===== config.mk =====
export PLATFORM = sky130hd
export DESIGN_NAME = frame_timing_gen_flat
export DESIGN_NICKNAME = d
export VERILOG_FILES = /design/src/rtl/frame_gen_pkg.sv /design/src/rtl/frame_timing_gen_if.sv /design/src/rtl/frame_pattern_gen.sv /design/src/rtl/frame_timing_gen.sv /design/src/flat_wrapper.sv
export SDC_FILE = /design/constraint.sdc
export NUM_CORES = 1
export LEC_CHECK = 0
export ABC_AREA = 0
export CAP_MARGIN = 20
export CORE_MARGIN = 3
export CORE_UTILIZATION = 45
export CTS_CLUSTER_SIZE = 8
export DETAILED_ROUTE_END_ITERATION = 8
export PLACE_DENSITY = 0.68
export SYNTH_ARGS = -nofsm -noshare
export SYNTH_HDL_FRONTEND = slang
export SYNTH_SLANG_ARGS = --single-unit

===== constraint.sdc =====
create_clock -name iCLK -period 10.3 [get_ports iCLK]
set_input_delay 2.06 -clock iCLK [delete_from_list [all_inputs] [get_ports iCLK]]
set_output_delay 2.06 -clock iCLK [all_outputs]
set_load 0.02 [all_outputs]

===== src/rtl/frame_gen_pkg.sv =====
// rtl/frame_gen_pkg.sv - shared types and widths for the frame timing generator
// Contents: raster state enum, test pattern enum, coordinate and frame counter widths.
package frame_gen_pkg;

    localparam int COORD_W = 12;
    localparam int FCNT_W  = 8;

    typedef enum logic [1:0] {
        IDLE   = 2'd0,
        VBLANK = 2'd1,
        LINE   = 2'd2,
        HBLANK = 2'd3
    } state_t;

    typedef enum logic [1:0] {
        PAT_RAMP    = 2'd0,
        PAT_CHECKER = 2'd1,
        PAT_SOLID   = 2'd2,
        PAT_VRAMP   = 2'd3
    } pattern_t;

endpackage


===== src/rtl/frame_timing_gen_if.sv =====
// rtl/frame_timing_gen_if.sv - sensor-style video output bundle of the frame timing generator
// Signals: oFVAL frame valid, oLVAL line/pixel valid, oDATA pixel, oX/oY coordinates,
//          oSOF/oEOF frame boundary pulses, oFRAME_CNT completed-frame count.
// Modports: master drives the bundle (generator), slave observes it (capture side).
interface frame_timing_gen_if #(
    parameter int DATA_W = 12
);
    logic                               oFVAL;
    logic                               oLVAL;
    logic [DATA_W-1:0]                  oDATA;
    logic [frame_gen_pkg::COORD_W-1:0]  oX;
    logic [frame_gen_pkg::COORD_W-1:0]  oY;
    logic                               oSOF;
    logic                               oEOF;
    logic [frame_gen_pkg::FCNT_W-1:0]   oFRAME_CNT;

    modport master (
        output oFVAL, oLVAL, oDATA, oX, oY, oSOF, oEOF, oFRAME_CNT
    );

    modport slave (
        input oFVAL, oLVAL, oDATA, oX, oY, oSOF, oEOF, oFRAME_CNT
    );
endinterface


===== src/rtl/frame_pattern_gen.sv =====
// rtl/frame_pattern_gen.sv - combinational test pattern map (pattern, x, y, frame) -> pixel
// Ports: pattern select, column x, line y, frame_cnt in; pixel (DATA_W, truncated) out.
module frame_pattern_gen
    import frame_gen_pkg::*;
#(
    parameter int DATA_W = 12
) (
    input  pattern_t             pattern,
    input  logic [COORD_W-1:0]   x,
    input  logic [COORD_W-1:0]   y,
    input  logic [FCNT_W-1:0]    frame_cnt,
    output logic [DATA_W-1:0]    pixel
);

    always_comb begin
        pixel = '0;
        case (pattern)
            PAT_RAMP:    pixel = DATA_W'(x) + DATA_W'(frame_cnt);
            // 8x8 checkerboard keyed on bit 3 of each coordinate
            PAT_CHECKER: pixel = (x[3] ^ y[3]) ? '1 : '0;
            PAT_SOLID:   pixel = DATA_W'(frame_cnt);
            PAT_VRAMP:   pixel = DATA_W'(y);
            default:     pixel = '0;
        endcase
    end

endmodule


===== src/rtl/frame_timing_gen.sv =====
// rtl/frame_timing_gen.sv - programmable raster timing source with selectable test patterns
// Ports: iCLK clock, iRST async active-high reset, iEN run request (acted on at frame
//        boundaries), iPATTERN pattern select (latched at frame start), vid video bundle out.
module frame_timing_gen
    import frame_gen_pkg::*;
#(
    parameter int H_ACTIVE = 640,
    parameter int H_BLANK  = 16,
    parameter int V_ACTIVE = 480,
    parameter int V_BLANK  = 64,
    parameter int DATA_W   = 12
) (
    input  logic                iCLK,
    input  logic                iRST,
    input  logic                iEN,
    input  logic [1:0]          iPATTERN,
    frame_timing_gen_if.master  vid
);

    localparam logic [COORD_W-1:0] H_LAST = COORD_W'(H_ACTIVE - 1);
    localparam logic [COORD_W-1:0] V_LAST = COORD_W'(V_ACTIVE - 1);

    // One shared blanking counter serves both VBLANK and HBLANK.
    localparam int BLK_MAX = (V_BLANK > H_BLANK) ? V_BLANK : H_BLANK;
    localparam int BLK_W   = (BLK_MAX > 1) ? $clog2(BLK_MAX) : 1;
    localparam logic [BLK_W-1:0] VB_LAST = BLK_W'(V_BLANK - 1);
    localparam logic [BLK_W-1:0] HB_LAST = BLK_W'(H_BLANK - 1);

    state_t               state,    nx_state;
    logic [COORD_W-1:0]   x_cnt,    nx_x;
    logic [COORD_W-1:0]   y_cnt,    nx_y;
    logic [BLK_W-1:0]     blk_cnt,  nx_blk;
    pattern_t             pat_q,    nx_pat;
    logic [FCNT_W-1:0]    frame_cnt, nx_fcnt;

    logic                 fval_d, lval_d, sof_d, eof_d;
    logic [COORD_W-1:0]   x_d, y_d;
    logic [DATA_W-1:0]    data_d;
    logic [DATA_W-1:0]    pixel;

    logic                 fval_q, lval_q, sof_q, eof_q;
    logic [COORD_W-1:0]   x_q, y_q;
    logic [DATA_W-1:0]    data_q;

    // The pixel is computed from the next-cycle coordinates so that it lands in the
    // output register on the same edge as oLVAL/oX/oY. The frame counter only moves
    // on the edge where oFVAL falls, so its current value is the one for this frame.
    frame_pattern_gen #(
        .DATA_W (DATA_W)
    ) u_pattern (
        .pattern   (nx_pat),
        .x         (nx_x),
        .y         (nx_y),
        .frame_cnt (frame_cnt),
        .pixel     (pixel)
    );

    always_comb begin
        nx_state = state;
        nx_x     = x_cnt;
        nx_y     = y_cnt;
        nx_blk   = blk_cnt;
        nx_pat   = pat_q;
        nx_fcnt  = frame_cnt;

        case (state)
            IDLE: begin
                if (iEN) begin
                    nx_state = VBLANK;
                    nx_blk   = '0;
                end
            end
            VBLANK: begin
                if (blk_cnt == VB_LAST) begin
                    nx_blk = '0;
                    if (iEN) begin
                        nx_state = LINE;
                        nx_pat   = pattern_t'(iPATTERN);
                        nx_x     = '0;
                        nx_y     = '0;
                    end else begin
                        nx_state = IDLE;
                    end
                end else begin
                    nx_blk = blk_cnt + 1'b1;
                end
            end
            LINE: begin
                if (x_cnt == H_LAST) begin
                    nx_x   = '0;
                    nx_blk = '0;
                    if (y_cnt == V_LAST) begin
                        nx_state = VBLANK;
                        nx_y     = '0;
                        nx_fcnt  = frame_cnt + 1'b1;
                    end else begin
                        nx_state = HBLANK;
                    end
                end else begin
                    nx_x = x_cnt + 1'b1;
                end
            end
            HBLANK: begin
                if (blk_cnt == HB_LAST) begin
                    nx_state = LINE;
                    nx_blk   = '0;
                    nx_y     = y_cnt + 1'b1;
                end else begin
                    nx_blk = blk_cnt + 1'b1;
                end
            end
            default: begin
                nx_state = IDLE;
                nx_x     = '0;
                nx_y     = '0;
                nx_blk   = '0;
            end
        endcase

        // Output values for the cycle after this edge, derived from the next state.
        fval_d = (nx_state == LINE) || (nx_state == HBLANK);
        lval_d = (nx_state == LINE);
        x_d    = lval_d ? nx_x : '0;
        y_d    = fval_d ? nx_y : '0;
        data_d = lval_d ? pixel : '0;
        sof_d  = lval_d && (nx_x == '0) && (nx_y == '0);
        eof_d  = lval_d && (nx_x == H_LAST) && (nx_y == V_LAST);
    end

    always_ff @(posedge iCLK or posedge iRST) begin
        if (iRST) begin
            state     <= IDLE;
            x_cnt     <= '0;
            y_cnt     <= '0;
            blk_cnt   <= '0;
            pat_q     <= PAT_RAMP;
            frame_cnt <= '0;
            fval_q    <= 1'b0;
            lval_q    <= 1'b0;
            x_q       <= '0;
            y_q       <= '0;
            data_q    <= '0;
            sof_q     <= 1'b0;
            eof_q     <= 1'b0;
        end else begin
            state     <= nx_state;
            x_cnt     <= nx_x;
            y_cnt     <= nx_y;
            blk_cnt   <= nx_blk;
            pat_q     <= nx_pat;
            frame_cnt <= nx_fcnt;
            fval_q    <= fval_d;
            lval_q    <= lval_d;
            x_q       <= x_d;
            y_q       <= y_d;
            data_q    <= data_d;
            sof_q     <= sof_d;
            eof_q     <= eof_d;
        end
    end

    assign vid.oFVAL      = fval_q;
    assign vid.oLVAL      = lval_q;
    assign vid.oDATA      = data_q;
    assign vid.oX         = x_q;
    assign vid.oY         = y_q;
    assign vid.oSOF       = sof_q;
    assign vid.oEOF       = eof_q;
    assign vid.oFRAME_CNT = frame_cnt;

endmodule


===== src/flat_wrapper.sv =====
// flat-port wrapper written by rule: the top's interface ports become plain ports
module frame_timing_gen_flat import frame_gen_pkg::*;
#(
    parameter int H_ACTIVE = 640,
    parameter int H_BLANK  = 16,
    parameter int V_ACTIVE = 480,
    parameter int V_BLANK  = 64,
    parameter int DATA_W   = 12
)
  (iCLK, iRST, iEN, iPATTERN, vid_oFVAL, vid_oLVAL, vid_oDATA, vid_oX, vid_oY, vid_oSOF, vid_oEOF, vid_oFRAME_CNT);
  frame_timing_gen_if #(.DATA_W(DATA_W)) vid_i ();
  input  logic iCLK;
  input  logic iRST;
  input  logic iEN;
  input  logic [1:0] iPATTERN;
  output wire logic [$bits(vid_i.oFVAL)-1:0] vid_oFVAL;
  output wire logic [$bits(vid_i.oLVAL)-1:0] vid_oLVAL;
  output wire logic [$bits(vid_i.oDATA)-1:0] vid_oDATA;
  output wire logic [$bits(vid_i.oX)-1:0] vid_oX;
  output wire logic [$bits(vid_i.oY)-1:0] vid_oY;
  output wire logic [$bits(vid_i.oSOF)-1:0] vid_oSOF;
  output wire logic [$bits(vid_i.oEOF)-1:0] vid_oEOF;
  output wire logic [$bits(vid_i.oFRAME_CNT)-1:0] vid_oFRAME_CNT;
  assign vid_oFVAL = vid_i.oFVAL;
  assign vid_oLVAL = vid_i.oLVAL;
  assign vid_oDATA = vid_i.oDATA;
  assign vid_oX = vid_i.oX;
  assign vid_oY = vid_i.oY;
  assign vid_oSOF = vid_i.oSOF;
  assign vid_oEOF = vid_i.oEOF;
  assign vid_oFRAME_CNT = vid_i.oFRAME_CNT;
  frame_timing_gen #(.H_ACTIVE(H_ACTIVE), .H_BLANK(H_BLANK), .V_ACTIVE(V_ACTIVE), .V_BLANK(V_BLANK), .DATA_W(DATA_W)) u_core (.iCLK(iCLK), .iRST(iRST), .iEN(iEN), .iPATTERN(iPATTERN), .vid(vid_i));
endmodule

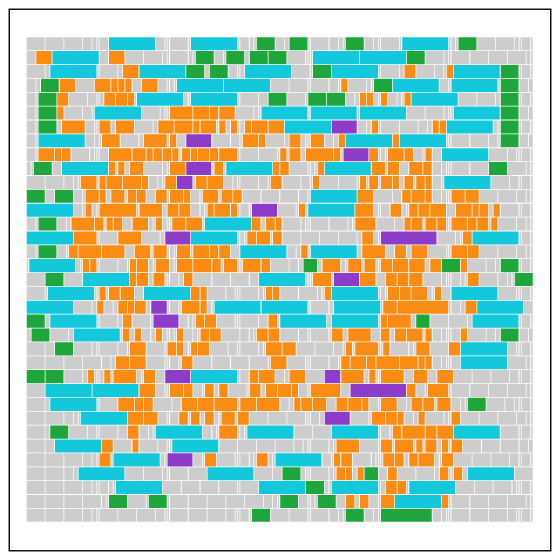
run_1/class_map.png
Fill, decap, tap and diode cells in grey.
- green: remaining buffers and delay cells (cells 56)
- cyan: sequential cells (cells 82)
- orange: remaining logic cells (cells 362)
- purple: clock drivers and dummy loads (cells 16)
final instance area: 0.00540 sq mm
Core Region: 0.00946 sq mm

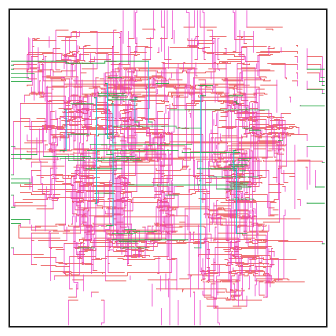
run_1/layers.png
- magenta: M2 (wire length 5,550 um)
- green: M3 (wire length 670 um)
- cyan: M4 (wire length 216 um)
- red: M1 (wire length 5,180 um)
via count: 3,764
total global-route track usage: 21.4%
wire length per cell: 18.0 um
total wire length: 11.6 mm

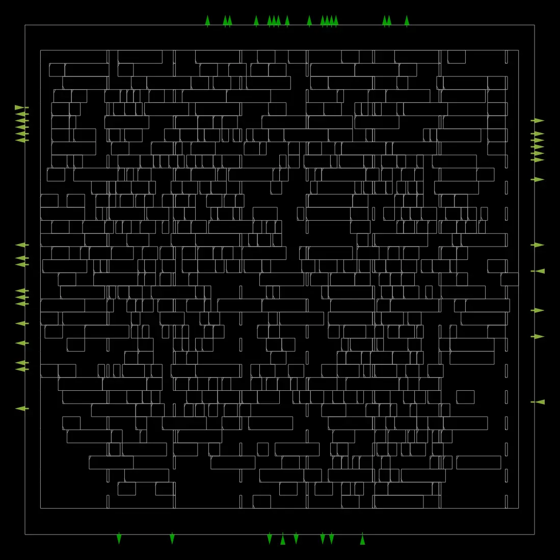
run_1/placed.png
filler instances: 841
number of tapcells: 129
flop share of the area: 38.0%
post-route insts no fill: 645

==> results.cfg, run 1 <==
; synthesis and place-and-route metrics
[die]
rows = 35
dieArea_sq_mm = 0.0112
fp_util_pct = 47.5

[finish]
clock_buffers = 11
buf_share_pct = 10.6
drive_gt1_share_pct = 8.91
comb-cell-share_pct = 41.5
flops = 82

[placement]
portBuffers = 52
gp_congestion = 0.899

[clock_network]
clk_pin_slew_ns = 0.09
numClockSinks = 82
cts_hold_buf = 0

[global_routing]
grt_max_degree = 83
grt-busiest-layer = met2
grt_pass1_wl_mm = 19.3
use_met2_pct = 35.9

[run_status]
outcome = finished clean

[yosys]
ys_types = 71
ys_cells = 456

[worst_setup_path]
max_stage_delay_ns = 0.70
crit_family = buffers and inverters
cp.required_ns = 10.49
arrival_ns = 5.32
r2r_end = u_core.vid.oDATA[1]

[drt]
viasPerCell = 5.84

[sta]
hold_viol_final = 0
fin_crit_ns = 5.12
fin_skew_ns = 0.00597

[power]
finalPower_uw = 633
run 1: synth_stat cells, types with 7 or more instances:
library cell / count / share of area (%)
o21ai_0: 21 / 2.3
nand4_1: 17 / 2.4
nor2b_1: 9 / 1.3
xnor2_1: 11 / 2.1
nor3_1: 12 / 1.3
dfrtp_1: 82 / 46
a31oi_1: 8 / 1.1
a221oi_1: 7 / 1.4
nand2_1: 26 / 2.2
nor2_1: 36 / 3.0
and3_1: 7 / 0.98
ha_1: 18 / 5.0
nand3_1: 14 / 1.6
and2_1: 9 / 1.3
mux2i_1: 9 / 2.0
a21oi_1: 17 / 1.9
inv_1: 33 / 2.8
run 1: how the worst max path moves through the flow:
stage / startpoint / endpoint / slack, ns / depth (start not counted)
global placement: iEN / u_core.vid.oDATA[9] / 4.99 / 13
finish: iEN / u_core.vid.oDATA[1] / 5.18 / 10
CTS: iEN / u_core.vid.oDATA[1] / 5.26 / 10
global route: iEN / u_core.vid.oDATA[8] / 4.85 / 15
detailed placement: iEN / u_core.vid.oDATA[1] / 4.90 / 10
floorplan: iEN / u_core.vid.oDATA[8] / 5.84 / 14
run 1: power breakdown:
| group | switching, mW | internal (mW) | leakage [nW] |
|---|---|---|---|
| sequential | 0.00136 | 0.325 | 0.994 |
| combinational | 0.0196 | 0.0122 | 1.27 |
| clock | 0.123 | 0.151 | 0.120 |
| total | 0.144 | 0.489 | 2.39 |
run 1: logic make-up (layout without fill, tap and decap cells):
kind of cell	count (synthesis)	count (layout)	synth area share, %
and+or+nand+nor	169	169	20.9
adders and majority gates	19	19	5.46
DFF	82	82	45.7
buffers and inverters	47	107	4.37
muxes	10	10	2.26
AOI/OAI and AO/OA	113	113	18.2
xor gates and xnor gates	16	16	3.12
run 1: registers in the layout (all words and copies together), names as in the netlist:
| signal | flops |
|---|---|
| u_core.vid.oFRAME_CNT | 8 |
| u_core.vid.oEOF | 1 |
| u_core.vid.oX | 12 |
| u_core.vid.oLVAL | 1 |
| u_core.vid.oFVAL | 1 |
| u_core.vid.oSOF | 1 |
| u_core.vid.oY | 12 |
| u_core.state | 2 |
| u_core.y_cnt | 12 |
| u_core.x_cnt | 12 |
| u_core.vid.oDATA | 12 |
| u_core.pat_q | 2 |
| u_core.blk_cnt | 6 |
run 1: layout by cell type (no fill, tap or decap), drive strengths merged, types with 12 or more instances in the layout:
cell type      count
clkdlybuf4s50     52
nand4             17
a21oi             18
dfrtp             82
o21ai             22
ha                18
nor3              12
nand2             26
nor2              36
inv               32
nand3             14
run 1: through the flow:
step / std cells / utilization, % / instance area (sq um) / setup WS [ns] / hold slack [ns]
2_1_floorplan: 456 / - / 4490 / 5.84 / 0.469
6_report: 645 / 57.1 / 5400 / 5.18 / 0.532
3_5_place_dp: 627 / 54.2 / 5120 / 4.90 / 0.521
3_3_place_gp: 627 / 54.2 / 5120 / 4.99 / 0.522
5_1_grt: 645 / 57.1 / 5400 / 4.85 / 0.569
4_1_cts: 643 / 56.7 / 5360 / 5.26 / 0.534
==> run 2: changes to the inputs <==
--- a/config.mk
+++ b/config.mk
@@ -11,7 +11,7 @@
 export CORE_UTILIZATION = 45
 export CTS_CLUSTER_SIZE = 8
 export DETAILED_ROUTE_END_ITERATION = 8
-export PLACE_DENSITY = 0.68
+export PLACE_DENSITY = 0.71
 export SYNTH_ARGS = -nofsm -noshare
 export SYNTH_HDL_FRONTEND = slang
 export SYNTH_SLANG_ARGS = --single-unit
==> constraint.sdc (replaced) <==
create_clock -name iCLK -period 4.2 [get_ports iCLK]
set_input_delay 0.84 -clock iCLK [delete_from_list [all_inputs] [get_ports iCLK]]
set_output_delay 0.84 -clock iCLK [all_outputs]
set_load 0.02 [all_outputs]
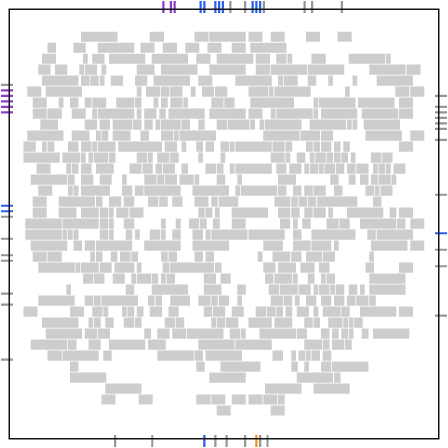
run_2/pinout.png
Pins as bars across the die edge, other pins in grey.
- orange: `vid_oLVAL` (pins 1; direction output; edge south)
- purple: `vid_oFRAME_CNT` (pins 8; direction output; edge 5 west, 3 north)
- blue: `vid_oDATA` (pins 12; direction output; edge 8 north, 2 west, 1 south, 1 east)
die width: 106 um
PortBufs: 52
Die Y: 106 um

==> results.cfg, run 2 <==
; synthesis and place-and-route metrics
[sta]
fin_crit_ns = 3.81
fin_tns_setup_ns = 0
fin_skew_ns = 0.0104
hold_viol_final = 0

[placement]
place_area_sq_mm = 0.00521
gp_congestion = 0.904
detailed_place_hpwl_mm = 8.62

[worst_setup_path]
crit_family = AND-OR/OR-AND gates
start_kind = flip-flop
arrival_ns = 4.09
cp.required_ns = 4.48
max_stage_delay_ns = 0.44
cp_slowest_cell = a31oi_1

[finish]
fillers = 845
lay_top_cells = dfrtp_1 (82), clkdlybuf4s50_1 (52), nor2_1 (36), inv_1 (32), nand2_1 (26)
lay_top_count = dfrtp_1
design_area_sq_mm = 0.00550
drive_gt1_share_pct = 10.6

[drt]
avgRoutedWirePerCell_um = 17.9
viasPerCell = 5.89
wirelength_mm = 11.7
vias = 3861

[clock_network]
clk_pin_slew_ns = 0.08
cts_setup_buffers = 0
cts_hold_buf = 0
numClockSinks = 82

[run_status]
outcome = finished clean

[yosys]
common_cells = dfrtp_1 (82), nor2_1 (36), inv_1 (33)
synth_top_area_share_pct = 45.7
ys_cells = 456
ys_types = 71
synthTopCellsByArea = dfrtp_1 (46%), ha_1 (5.0%), nor2_1 (3.0%)
top_cell = dfrtp_1

[global_routing]
grt_max_degree = 56
grt_pass1_wl_mm = 19.5
track_usage_pct = 21.7

[die]
rows = 35
dieArea_sq_mm = 0.0112
core_area_sq_mm = 0.00946
fp_util_pct = 47.5
-- run 2: cell types whose count changed in the layout (fill, tap and decap cells not counted) --
cell	before	now
inv_6	0	2
clkinv_4	3	0
clkbuf_8	11	9
bufinv_16	2	4
buf_4	3	14
-- run 2: metal layers --
metal	global-route usage [%]	vias to the layer above	wire length, um
met2	36.1	137	5720
met5	0	-	0
met1	28.7	1899	5160
met3	4.86	14	648
met4	6.20	0	174
li1	-	1811	-
-- run 2: path summary, 6_finish.rpt --
path | start | to | slack [ns] | cells after the start
worst max-delay path | u_core.state[0] | u_core.vid.oDATA[10] | 0.39 | 14
worst min-delay path | u_core.vid.oFRAME_CNT[7] | u_core.vid.oFRAME_CNT[7] | 0.53 | 1
worst max register to register | u_core.state[0] | u_core.vid.oDATA[10] | 0.39 | 14
worst min register to register | u_core.vid.oFRAME_CNT[7] | u_core.vid.oFRAME_CNT[7] | 0.53 | 1
max in group asynchronous | iRST | u_core.y_cnt[5] | 2.83 | 4
min in group asynchronous | iRST | u_core.vid.oLVAL | 0.67 | 2
-- run 2: logic make-up after synthesis --
family	Yosys count	share of synthesized area, %
AOI/OAI and AO/OA	113	18.2
muxes	10	2.26
buffers and inverters	47	4.37
adders and majority gates	19	5.46
xor gates and xnor gates	16	3.12
DFF	82	45.7
and+or+nand+nor	169	20.9
-- run 2: through the flow --
| stage | util [%] | hold WS, ns | total power [mW] | cells | worst slack, ns |
|---|---|---|---|---|---|
| 2_1_floorplan | - | 0.469 | 0.858 | 456 | 0.952 |
| 6_report | 58.2 | 0.529 | 1.62 | 655 | 0.390 |
| 5_1_grt | 58.2 | 0.567 | 1.69 | 655 | 0.0417 |
| 3_3_place_gp | 55.1 | 0.516 | 0.895 | 639 | 0.186 |
| 3_5_place_dp | 55.1 | 0.520 | 0.895 | 639 | 0.0884 |
| 4_1_cts | 57.9 | 0.535 | 1.64 | 654 | 0.453 |
-- run 2: worst register-to-register path, stage by stage (launching register included) --
cell      delay [ns]
dfrtp_1         0.42
inv_1           0.14
ha_1            0.35
inv_1           0.19
a31oi_1         0.44
a21oi_1         0.23
nor2_1          0.35
ha_1            0.33
a21oi_1         0.20
a21boi_0        0.12
o21ai_0         0.21
a21boi_0        0.20
a211o_1         0.31
and3_1          0.16
nor2_1          0.08
-- run 2: power breakdown --
part	internal (mW)	switching, mW	leakage (nW)
sequential	0.798	0.00352	0.994
combinational	0.0323	0.0486	1.32
clock	0.456	0.287	0.130
-- run 2: area by class of cell --
type	instances	area [sq um]	area share (%)
clock buffer	9	124	2.25
inverter	35	133	2.41
clock inverter	6	138	2.50
multi-input combinational	327	2240	40.7
sequential	82	2050	37.3
timing repair buffer	67	653	11.9
tap	129	161	2.93
==> run 3: changes to the inputs <==
--- a/config.mk
+++ b/config.mk
@@ -15,3 +15,4 @@
 export SYNTH_ARGS = -nofsm -noshare
 export SYNTH_HDL_FRONTEND = slang
 export SYNTH_SLANG_ARGS = --single-unit
+export TNS_END_PERCENT = 5
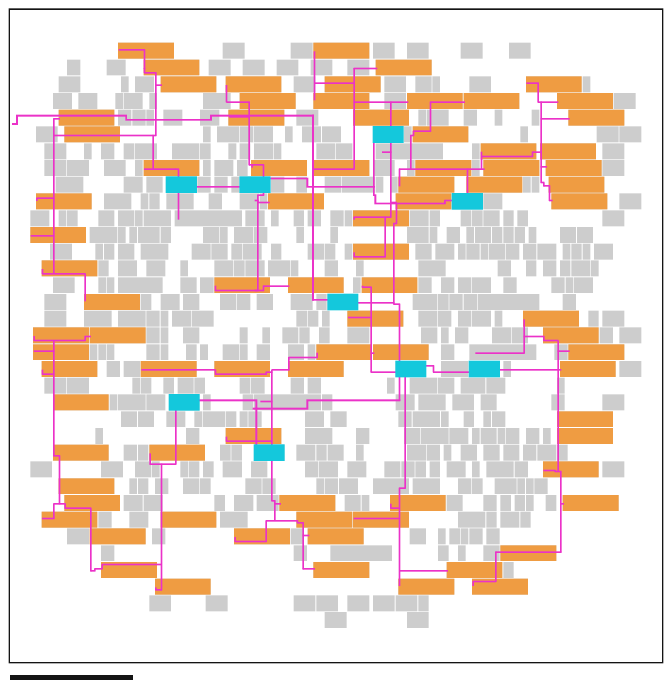
run_3/clock_wires.png
Scale bar: 20 um.
- orange: flip-flops (count 82)
- magenta: clock wires (length 974 um)
- cyan: clock-net drivers (count 9)
- flops lie: widely spread
clk pwr: 743 uW
clk_lat worst skew: 0.35 ns

==> results.cfg, run 3 <==
; synthesis and place-and-route metrics
[clock_network]
numClockSinks = 82
clk_pin_slew_ns = 0.08

[run_status]
outcome = finished clean

[die]
dieArea_sq_mm = 0.0112
core_area_sq_mm = 0.00946
die-height_um = 106

[yosys]
ys_cells = 456
synth_top_area_share_pct = 45.7
synthTopCellsByArea = dfrtp_1 (46%), ha_1 (5.0%), nor2_1 (3.0%)

[power]
p_comb_share_pct = 5.0
p_clk_share_pct = 45.7
power.switching_uw = 339
switching_share_pct = 20.8
finalPower_mw = 1.62

[finish]
lay_top_cells = dfrtp_1 (82), clkdlybuf4s50_1 (52), nor2_1 (36), inv_1 (32), nand2_1 (26)

[sta]
fin_crit_ns = 3.81
fin_skew_ns = 0.0104

[worst_setup_path]
start_kind = flip-flop
max_stage_delay_ns = 0.44

[drt]
viasPerCell = 5.89
vias = 3861

[placement]
portBuffers = 52
gp_congestion = 0.904
detailed_place_hpwl_mm = 8.62
place_ws_ns = 0.0884
==> run 3: cell counts in the layout (fill, tap and decap cells not counted) <==
Identical to the previous run, type by type.
==> run 3: path summary, 6_finish.rpt <==
kind	startpoint	to	slack [ns]	depth (start not counted)
worst max-delay path	u_core.state[0]	u_core.vid.oDATA[10]	0.39	14
max in group asynchronous	iRST	u_core.y_cnt[5]	2.83	4
min in group asynchronous	iRST	u_core.vid.oLVAL	0.67	2
worst min register to register	u_core.vid.oFRAME_CNT[7]	u_core.vid.oFRAME_CNT[7]	0.53	1
worst min-delay path	u_core.vid.oFRAME_CNT[7]	u_core.vid.oFRAME_CNT[7]	0.53	1
worst max register to register	u_core.state[0]	u_core.vid.oDATA[10]	0.39	14
==> run 3: layer usage <==
| layer | vias up | track usage, % | part of all wire [%] |
|---|---|---|---|
| met4 | 0 | 6.20 | 1.5 |
| met5 | - | 0 | 0 |
| met3 | 14 | 4.86 | 5.5 |
| met2 | 137 | 36.1 | 49 |
| li1 | 1811 | - | - |
| met1 | 1899 | 28.7 | 44 |
==> run 3: logic make-up (layout without fill, tap and decap cells) <==
group | count (synthesis) | in the layout | share of synthesized area (%)
muxes | 10 | 10 | 2.26
adders and majority gates | 19 | 19 | 5.46
xor gates and xnor gates | 16 | 16 | 3.12
AOI/OAI and AO/OA | 113 | 113 | 18.2
and+or+nand+nor | 169 | 169 | 20.9
DFF | 82 | 82 | 45.7
buffers and inverters | 47 | 117 | 4.37
==> run 3: power by group through the flow <==
stage | sequential [mW] | combinational (mW) | clock, mW
final | 0.801 | 0.0810 | 0.743
after global routing | 0.802 | 0.0887 | 0.799
after global placement | 0.817 | 0.0777 | 0
after detailed placement | 0.817 | 0.0783 | 0
after floorplan | 0.827 | 0.0310 | 0
after CTS | 0.802 | 0.0790 | 0.758
==> run 3: area by class of cell <==
cell class | instances | area, sq um
fillers | 845 | 3960
multi-input cells | 327 | 2240
flip-flops and latches | 82 | 2050
repair buffers | 67 | 653
well taps | 129 | 161
clock inverters | 6 | 138
inverters | 35 | 133
clock buffers | 9 | 124
==> run 3: through the flow <==
| stage | instance area (sq um) | std cells | hold WS (ns) |
|---|---|---|---|
| floorplan | 4490 | 456 | 0.469 |
| global placement | 5210 | 639 | 0.516 |
| detailed placement | 5210 | 639 | 0.520 |
| CTS | 5480 | 654 | 0.535 |
| global route | 5500 | 655 | 0.567 |
| finish | 5500 | 655 | 0.529 |
Power figures rest on the tool's default switching activity, not on a simulated workload.
